<file path="src/rtl/pipeline_hold_ctrl_if.sv">
// Pipeline hold/flush interface bundle.
// Groups the hazard-unit requests, the fetch/decode data flowing into the
// pipeline registers, and the registered pipeline/status outputs.
//   master : hazard/branch logic and the fetch/decode stages (drive requests and data)
//   slave  : pipeline_hold_ctrl (owns PC, IF/ID, ID/EX control and counters)
interface pipeline_hold_ctrl_if #(
  parameter int CTRL_W = 8,
  parameter int CNT_W  = 16
);
  // requests and incoming data
  logic              PCWrite;
  logic              IFIDWrite;
  logic              BubbleSel;
  logic              Flush;
  logic [31:0]       PCNext;
  logic [31:0]       InstrF;
  logic [31:0]       PCPlus4F;
  logic [CTRL_W-1:0] CtrlD;
  // registered results
  logic [31:0]       PC;
  logic [31:0]       InstrD;
  logic [31:0]       PCPlus4D;
  logic [CTRL_W-1:0] CtrlE;
  logic              StallActive;
  logic [CNT_W-1:0]  StallCount;
  logic [CNT_W-1:0]  FlushCount;
  logic              StallTimeout;

  modport master (
    output PCWrite, IFIDWrite, BubbleSel, Flush, PCNext, InstrF, PCPlus4F, CtrlD,
    input  PC, InstrD, PCPlus4D, CtrlE, StallActive, StallCount, FlushCount, StallTimeout
  );

  modport slave (
    input  PCWrite, IFIDWrite, BubbleSel, Flush, PCNext, InstrF, PCPlus4F, CtrlD,
    output PC, InstrD, PCPlus4D, CtrlE, StallActive, StallCount, FlushCount, StallTimeout
  );
endinterface

</file>
<file path="src/rtl/pipeline_hold_ctrl.sv">
// pipeline_hold_ctrl
// Responder side of the load-use stall interface. Owns the PC register, the
// IF/ID register and the ID/EX control register; applies stall/bubble
// requests and branch flushes, tracks RUN/STALL/FLUSH state, keeps saturating
// stall/flush counters and a watchdog that forces one advance after
// MAX_STALL consecutive stall edges.
// Ports:
//   Clk    in  pipeline clock, rising edge
//   Rst_n  in  asynchronous active-low reset
//   bus    slave modport of pipeline_hold_ctrl_if (requests in, registers out)
module pipeline_hold_ctrl #(
  parameter int          CTRL_W    = 8,
  parameter int          CNT_W     = 16,
  parameter int          MAX_STALL = 4,
  parameter logic [31:0] RESET_PC  = 32'h0
) (
  input logic                Clk,
  input logic                Rst_n,
  pipeline_hold_ctrl_if.slave bus
);

  typedef enum logic [1:0] {RUN, STALL, FLUSH} state_t;

  localparam int CONSEC_W = $clog2(MAX_STALL + 1);
  localparam logic [CONSEC_W-1:0] WD_LIMIT = CONSEC_W'(MAX_STALL - 1);

  state_t              state_reg, state_next;
  logic [CONSEC_W-1:0] consec_reg;
  logic [31:0]         pc_reg, instr_reg, pcplus4_reg;
  logic [CTRL_W-1:0]   ctrl_reg;
  logic                stall_active_reg, timeout_reg;
  logic [CNT_W-1:0]    stall_cnt_reg, flush_cnt_reg;

  logic stall_req, watchdog, stall_taken;

  // Event priority: Flush > watchdog release > stall_req > normal.
  // The watchdog can only fire from STALL, where consec counts the run so far.
  always_comb begin
    stall_req   = ~bus.PCWrite;
    watchdog    = (state_reg == STALL) && stall_req && !bus.Flush &&
                  (consec_reg == WD_LIMIT);
    stall_taken = stall_req && !bus.Flush && !watchdog;
    state_next  = RUN;
    if (bus.Flush)        state_next = FLUSH;
    else if (watchdog)    state_next = RUN;
    else if (stall_req)   state_next = STALL;
  end

  always_ff @(posedge Clk or negedge Rst_n) begin
    if (!Rst_n) begin
      state_reg        <= RUN;
      consec_reg       <= '0;
      pc_reg           <= RESET_PC;
      instr_reg        <= '0;
      pcplus4_reg      <= '0;
      ctrl_reg         <= '0;
      stall_active_reg <= 1'b0;
      timeout_reg      <= 1'b0;
      stall_cnt_reg    <= '0;
      flush_cnt_reg    <= '0;
    end else begin
      state_reg        <= state_next;
      stall_active_reg <= (state_next == STALL);

      // consec only survives across consecutive honoured stall edges
      if (stall_taken) consec_reg <= consec_reg + 1'b1;
      else             consec_reg <= '0;

      if (bus.Flush || watchdog || bus.PCWrite)
        pc_reg <= bus.PCNext;

      // Flush squashes IF/ID to a NOP regardless of IFIDWrite
      if (bus.Flush) begin
        instr_reg   <= '0;
        pcplus4_reg <= '0;
      end else if (bus.IFIDWrite || watchdog) begin
        instr_reg   <= bus.InstrF;
        pcplus4_reg <= bus.PCPlus4F;
      end

      ctrl_reg <= bus.BubbleSel ? '0 : bus.CtrlD;

      if (watchdog) timeout_reg <= 1'b1;

      if (stall_taken && (stall_cnt_reg != '1))
        stall_cnt_reg <= stall_cnt_reg + 1'b1;
      if (bus.Flush && (flush_cnt_reg != '1))
        flush_cnt_reg <= flush_cnt_reg + 1'b1;
    end
  end

  assign bus.PC           = pc_reg;
  assign bus.InstrD       = instr_reg;
  assign bus.PCPlus4D     = pcplus4_reg;
  assign bus.CtrlE        = ctrl_reg;
  assign bus.StallActive  = stall_active_reg;
  assign bus.StallCount   = stall_cnt_reg;
  assign bus.FlushCount   = flush_cnt_reg;
  assign bus.StallTimeout = timeout_reg;

endmodule

</file>
<file path="src/flat_wrapper.sv">
// flat-port wrapper written by rule: the top's interface ports become plain ports
module pipeline_hold_ctrl_flat 
#(
  parameter int          CTRL_W    = 8,
  parameter int          CNT_W     = 16,
  parameter int          MAX_STALL = 4,
  parameter logic [31:0] RESET_PC  = 32'h0
)
  (Clk, Rst_n, bus_PCWrite, bus_IFIDWrite, bus_BubbleSel, bus_Flush, bus_PCNext, bus_InstrF, bus_PCPlus4F, bus_CtrlD, bus_PC, bus_InstrD, bus_PCPlus4D, bus_CtrlE, bus_StallActive, bus_StallCount, bus_FlushCount, bus_StallTimeout);
  pipeline_hold_ctrl_if #(.CTRL_W(CTRL_W), .CNT_W(CNT_W)) bus_i ();
  input logic Clk;
  input logic Rst_n;
  input wire logic [$bits(bus_i.PCWrite)-1:0] bus_PCWrite;
  input wire logic [$bits(bus_i.IFIDWrite)-1:0] bus_IFIDWrite;
  input wire logic [$bits(bus_i.BubbleSel)-1:0] bus_BubbleSel;
  input wire logic [$bits(bus_i.Flush)-1:0] bus_Flush;
  input wire logic [$bits(bus_i.PCNext)-1:0] bus_PCNext;
  input wire logic [$bits(bus_i.InstrF)-1:0] bus_InstrF;
  input wire logic [$bits(bus_i.PCPlus4F)-1:0] bus_PCPlus4F;
  input wire logic [$bits(bus_i.CtrlD)-1:0] bus_CtrlD;
  output wire logic [$bits(bus_i.PC)-1:0] bus_PC;
  output wire logic [$bits(bus_i.InstrD)-1:0] bus_InstrD;
  output wire logic [$bits(bus_i.PCPlus4D)-1:0] bus_PCPlus4D;
  output wire logic [$bits(bus_i.CtrlE)-1:0] bus_CtrlE;
  output wire logic [$bits(bus_i.StallActive)-1:0] bus_StallActive;
  output wire logic [$bits(bus_i.StallCount)-1:0] bus_StallCount;
  output wire logic [$bits(bus_i.FlushCount)-1:0] bus_FlushCount;
  output wire logic [$bits(bus_i.StallTimeout)-1:0] bus_StallTimeout;
  assign bus_i.PCWrite = bus_PCWrite;
  assign bus_i.IFIDWrite = bus_IFIDWrite;
  assign bus_i.BubbleSel = bus_BubbleSel;
  assign bus_i.Flush = bus_Flush;
  assign bus_i.PCNext = bus_PCNext;
  assign bus_i.InstrF = bus_InstrF;
  assign bus_i.PCPlus4F = bus_PCPlus4F;
  assign bus_i.CtrlD = bus_CtrlD;
  assign bus_PC = bus_i.PC;
  assign bus_InstrD = bus_i.InstrD;
  assign bus_PCPlus4D = bus_i.PCPlus4D;
  assign bus_CtrlE = bus_i.CtrlE;
  assign bus_StallActive = bus_i.StallActive;
  assign bus_StallCount = bus_i.StallCount;
  assign bus_FlushCount = bus_i.FlushCount;
  assign bus_StallTimeout = bus_i.StallTimeout;
  pipeline_hold_ctrl #(.CTRL_W(CTRL_W), .CNT_W(CNT_W), .MAX_STALL(MAX_STALL), .RESET_PC(RESET_PC)) u_core (.Clk(Clk), .Rst_n(Rst_n), .bus(bus_i));
endmodule
</file>
<file path="config.mk">
export PLATFORM = sky130hd
export DESIGN_NAME = pipeline_hold_ctrl_flat
export DESIGN_NICKNAME = d
export VERILOG_FILES = /design/src/rtl/pipeline_hold_ctrl_if.sv /design/src/rtl/pipeline_hold_ctrl.sv /design/src/flat_wrapper.sv
export SDC_FILE = /design/constraint.sdc
export NUM_CORES = 1
export LEC_CHECK = 0
export ABC_AREA = 1
export CAP_MARGIN = 25
export CORE_AREA = 2 2 129 131
export CTS_CLUSTER_DIAMETER = 40
export DETAILED_ROUTE_END_ITERATION = 16
export DIE_AREA = 0 0 131 133
export PLACE_DENSITY = 0.74
export SYNTH_ARGS = -nofsm -noshare
export SYNTH_HDL_FRONTEND = slang
export SYNTH_SLANG_ARGS = --single-unit
</file>
<file path="constraint.sdc">
create_clock -name Clk -period 2 [get_ports Clk]
set_clock_uncertainty 0.1 [all_clocks]
set_input_delay 0.3 -clock Clk [delete_from_list [all_inputs] [get_ports Clk]]
set_output_delay 0.3 -clock Clk [all_outputs]
set_load 0.01 [all_outputs]
</file>
==> out/results.txt <==
Post-synthesis cell count - 751
Setup-failing EPs final - 0
Place WS - 0.05208 ns
Largest net degree at the start of global routing - 64
Number of enable flip-flop cells - 0
# IOs - 248
Power Dens Cells - 831.8 nW/um2
Log Warnings - 26
Cell total after placement - 1205
Post-Layout Inst Area - 9721 um2
Num CTS Buffers - 17
Reg clk slew, reported paths - 0.06 ns
GR Overflow Total - 0
Routed wire per std cell - 13.66 um
Synth area leaders - dfrtp_1, nand2_1, inv_1
Hold slack - 0.2355 ns
Distinct cells, synth - 28
Cell Area, Synth - 6330 um2
HP Class - in2async
Layout fillers - 1403
Cell count in the Yosys report - 751
Arrival time worst endpoint - 1.51 ns
PnR worst setup slack - 0.08771 ns
Worst slew margin - 0.7541
Max Fclk - 522.9 MHz
FP Core Util - 0.3914
DIE HEIGHT - 133 um
Final Hold Viols - 0
Post-DP HPWL - 12330 um
Sum Neg Setup Slack - 0 ns
Buf/Inv on CP - 1
RSZ-0062 raised after global routing - false
Vias in the first global route - 5263
Syn avg cell area - 8.429 um2
Fin util - 0.6011
WP data required - 1.60 ns
Setup crit end kind - primary output
Worst vdd ir - 0.5254 mV
Top cell area share - 0.5614
Placement Cell Area - 9128 um2
DR vias/cell - 4.615
Site Rows - 47
Crit-path max cell delay - 0.60 ns
Commonest Layout Cell - clkdlybuf4s50_1
DRC viols - 0
Adder share - 0.007907
Synth Area in Simple Gates - 0.2587
Yosys stat area - 6330 um2
Reg-to-reg slack, setup - 0.24 ns
Status - completed
Fraction of registers with async set/reset - 1.000
Synth Seq Share - 0.5614
Area fraction in mux cells - 0
Finished Layout Cells - 1238
First-pass DRT Iterations - 5
Post-Synth XOR/XNOR Area - 0.01245
Routability congestion estimate - 0.8757
Total Routing Usage GR - 0.1933
Ys Warns - 0
Crit path max-delay cell type - clkdlybuf4s50_1
Drt initial violations - 268
Synth Register Bits - 142
Top FF cell, synth - dfrtp_1
Die Size - 17420 um2
First-pass GRT wire length - 26480 um
Leakage power - 4.410 nW
CP delay by family, top - buffers and inverters
Compound Share, Synth - 0.06701
Die X - 131 um
# Max-Cap Violations - 0
Crit path launch type - flop
Final #Nets - 1119
Power Total - 8.085 mW
CTS max path bufs - 2
N_diodes - 0
Min cycle time layout - 1.912 ns
Worst-Margin Slew - 0.3675 ns
Crit path max fanout - 8
Post-Syn Nets - 865
Antenna Violating Nets Remaining - 0
Worst-skew pair later-pin latency - 0.41 ns
Core area - 16170 um2
Critical-path cell list - clkdlybuf4s50_1
PortBufs - 247
Most frequent cells in the layout - clkdlybuf4s50_1, nand2_1, dfrtp_1
Layout cells sized above 1 - 0.07957
H-tree Lvls - 4
Clk sink count - 142
Area Overhead vs Synth - 53.57%
Slew Viols, Final - 0
Cell chosen for the clock root - clkbuf_16
Crit path kind - reg2out
Antenna violations before repair - 0
CTS tree - yes
Logic family by area - simple AND/OR/NAND/NOR gates
Period utilization - 0.9561
Cell taking the most area after synthesis - dfrtp_1
[cell type report]
type	instances	area, um2	area share
sequential	142	3553	0.3656
inverter	111	419.2	0.04312
tap	220	275.3	0.02832
clock inverter	14	141.4	0.01455
clock buffer	18	439.2	0.04518
timing repair buffer	266	2694	0.2771
multi-input combinational	467	2198	0.2262
[final timing paths]
| path | startpoint | to | cells past startpoint |
|---|---|---|---|
| worst max register to register | u_core.consec_reg[0]$_DFF_PN0_ | u_core.bus.InstrD[0]$_DFFE_PN0P_ | 9 |
| worst min-delay path | Rst_n | u_core.bus.CtrlE[6]$_DFF_PN0_ | 2 |
| worst min register to register | u_core.consec_reg[0]$_DFF_PN0_ | u_core.consec_reg[0]$_DFF_PN0_ | 1 |
| max in group asynchronous | Rst_n | u_core.bus.InstrD[3]$_DFFE_PN0P_ | 3 |
| worst max-delay path | u_core.bus.StallCount[2]$_DFFE_PN0P_ | bus_StallCount[2] | 1 |
| min in group Clk | bus_CtrlD[0] | u_core.bus.CtrlE[0]$_DFF_PN0_ | 3 |
[metal layers]
layer  global-route usage  vias up  routed length (um)
met1               0.2627     2633                7463
li1                     -     2857                   -
met2               0.2936      200                7841
met5                    0        -                   0
met4              0.06678        0                 270
met3              0.05863       23                1336
[Yosys cell counts (all sizes together) (3+ instances only)]
cell and count:
nor2 50, xor2 6, xnor2 3, nand2 227
inv 111, dfrtp 142, buf 30, nand4 13
ha 4, o21ai 78, nand3 82
[power breakdown]
group | switching [mW] | total, mW | internal, mW
Clock | 1.21 | 3.08 | 1.86
Combinational | 0.723 | 1.61 | 0.885
Sequential | 0.258 | 3.40 | 3.14
Total | 2.19 | 8.09 | 5.89
[repair_timing]
item                                    CTS  global route
hold buffers                              1             0
gates resized                             0             2
buffers inserted                          0             0
endpoints found under the setup margin    0            19
endpoints found under the hold margin    60             0
m1.png
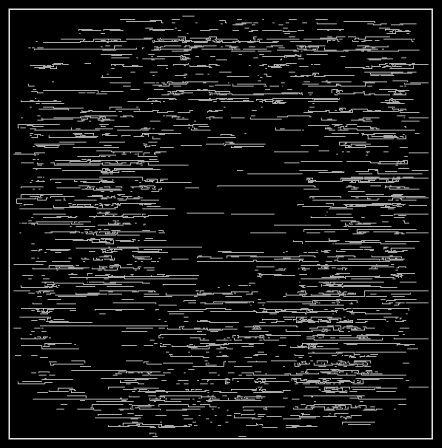
969 nets have wire on it. The longest straight run is 39.6 um. The wires run mostly horizontal. The layer holds 44% of the routed length.
wirelength, routed: 16910 um
via count: 5713
GR Layer Usage met1: 0.2627

m2.png
Scale bar: 50 um.
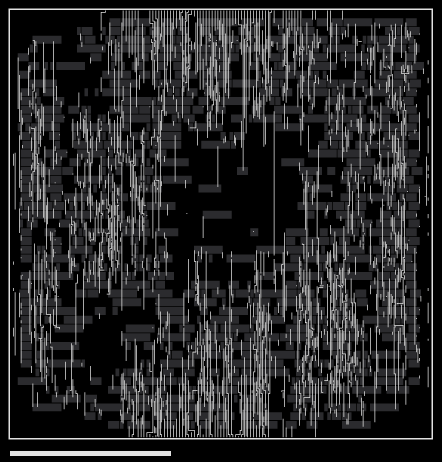
The layer holds 46% of the routed length. The longest straight run is 45.2 um. The wires run mostly vertical.
met2 usage: 0.2936

m3.png
Scale bar: 50 um.
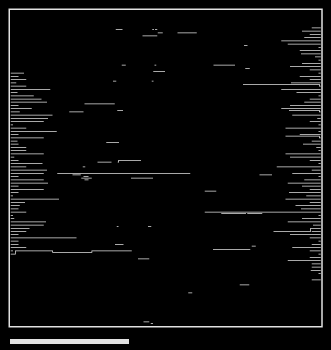
The layer carries 1340 um of wire. The longest straight run is 55.7 um. The wires run mostly horizontal. 158 nets have wire on it.
met3 Usage GRT: 0.05863

Power and IR drop assume default switching activity.
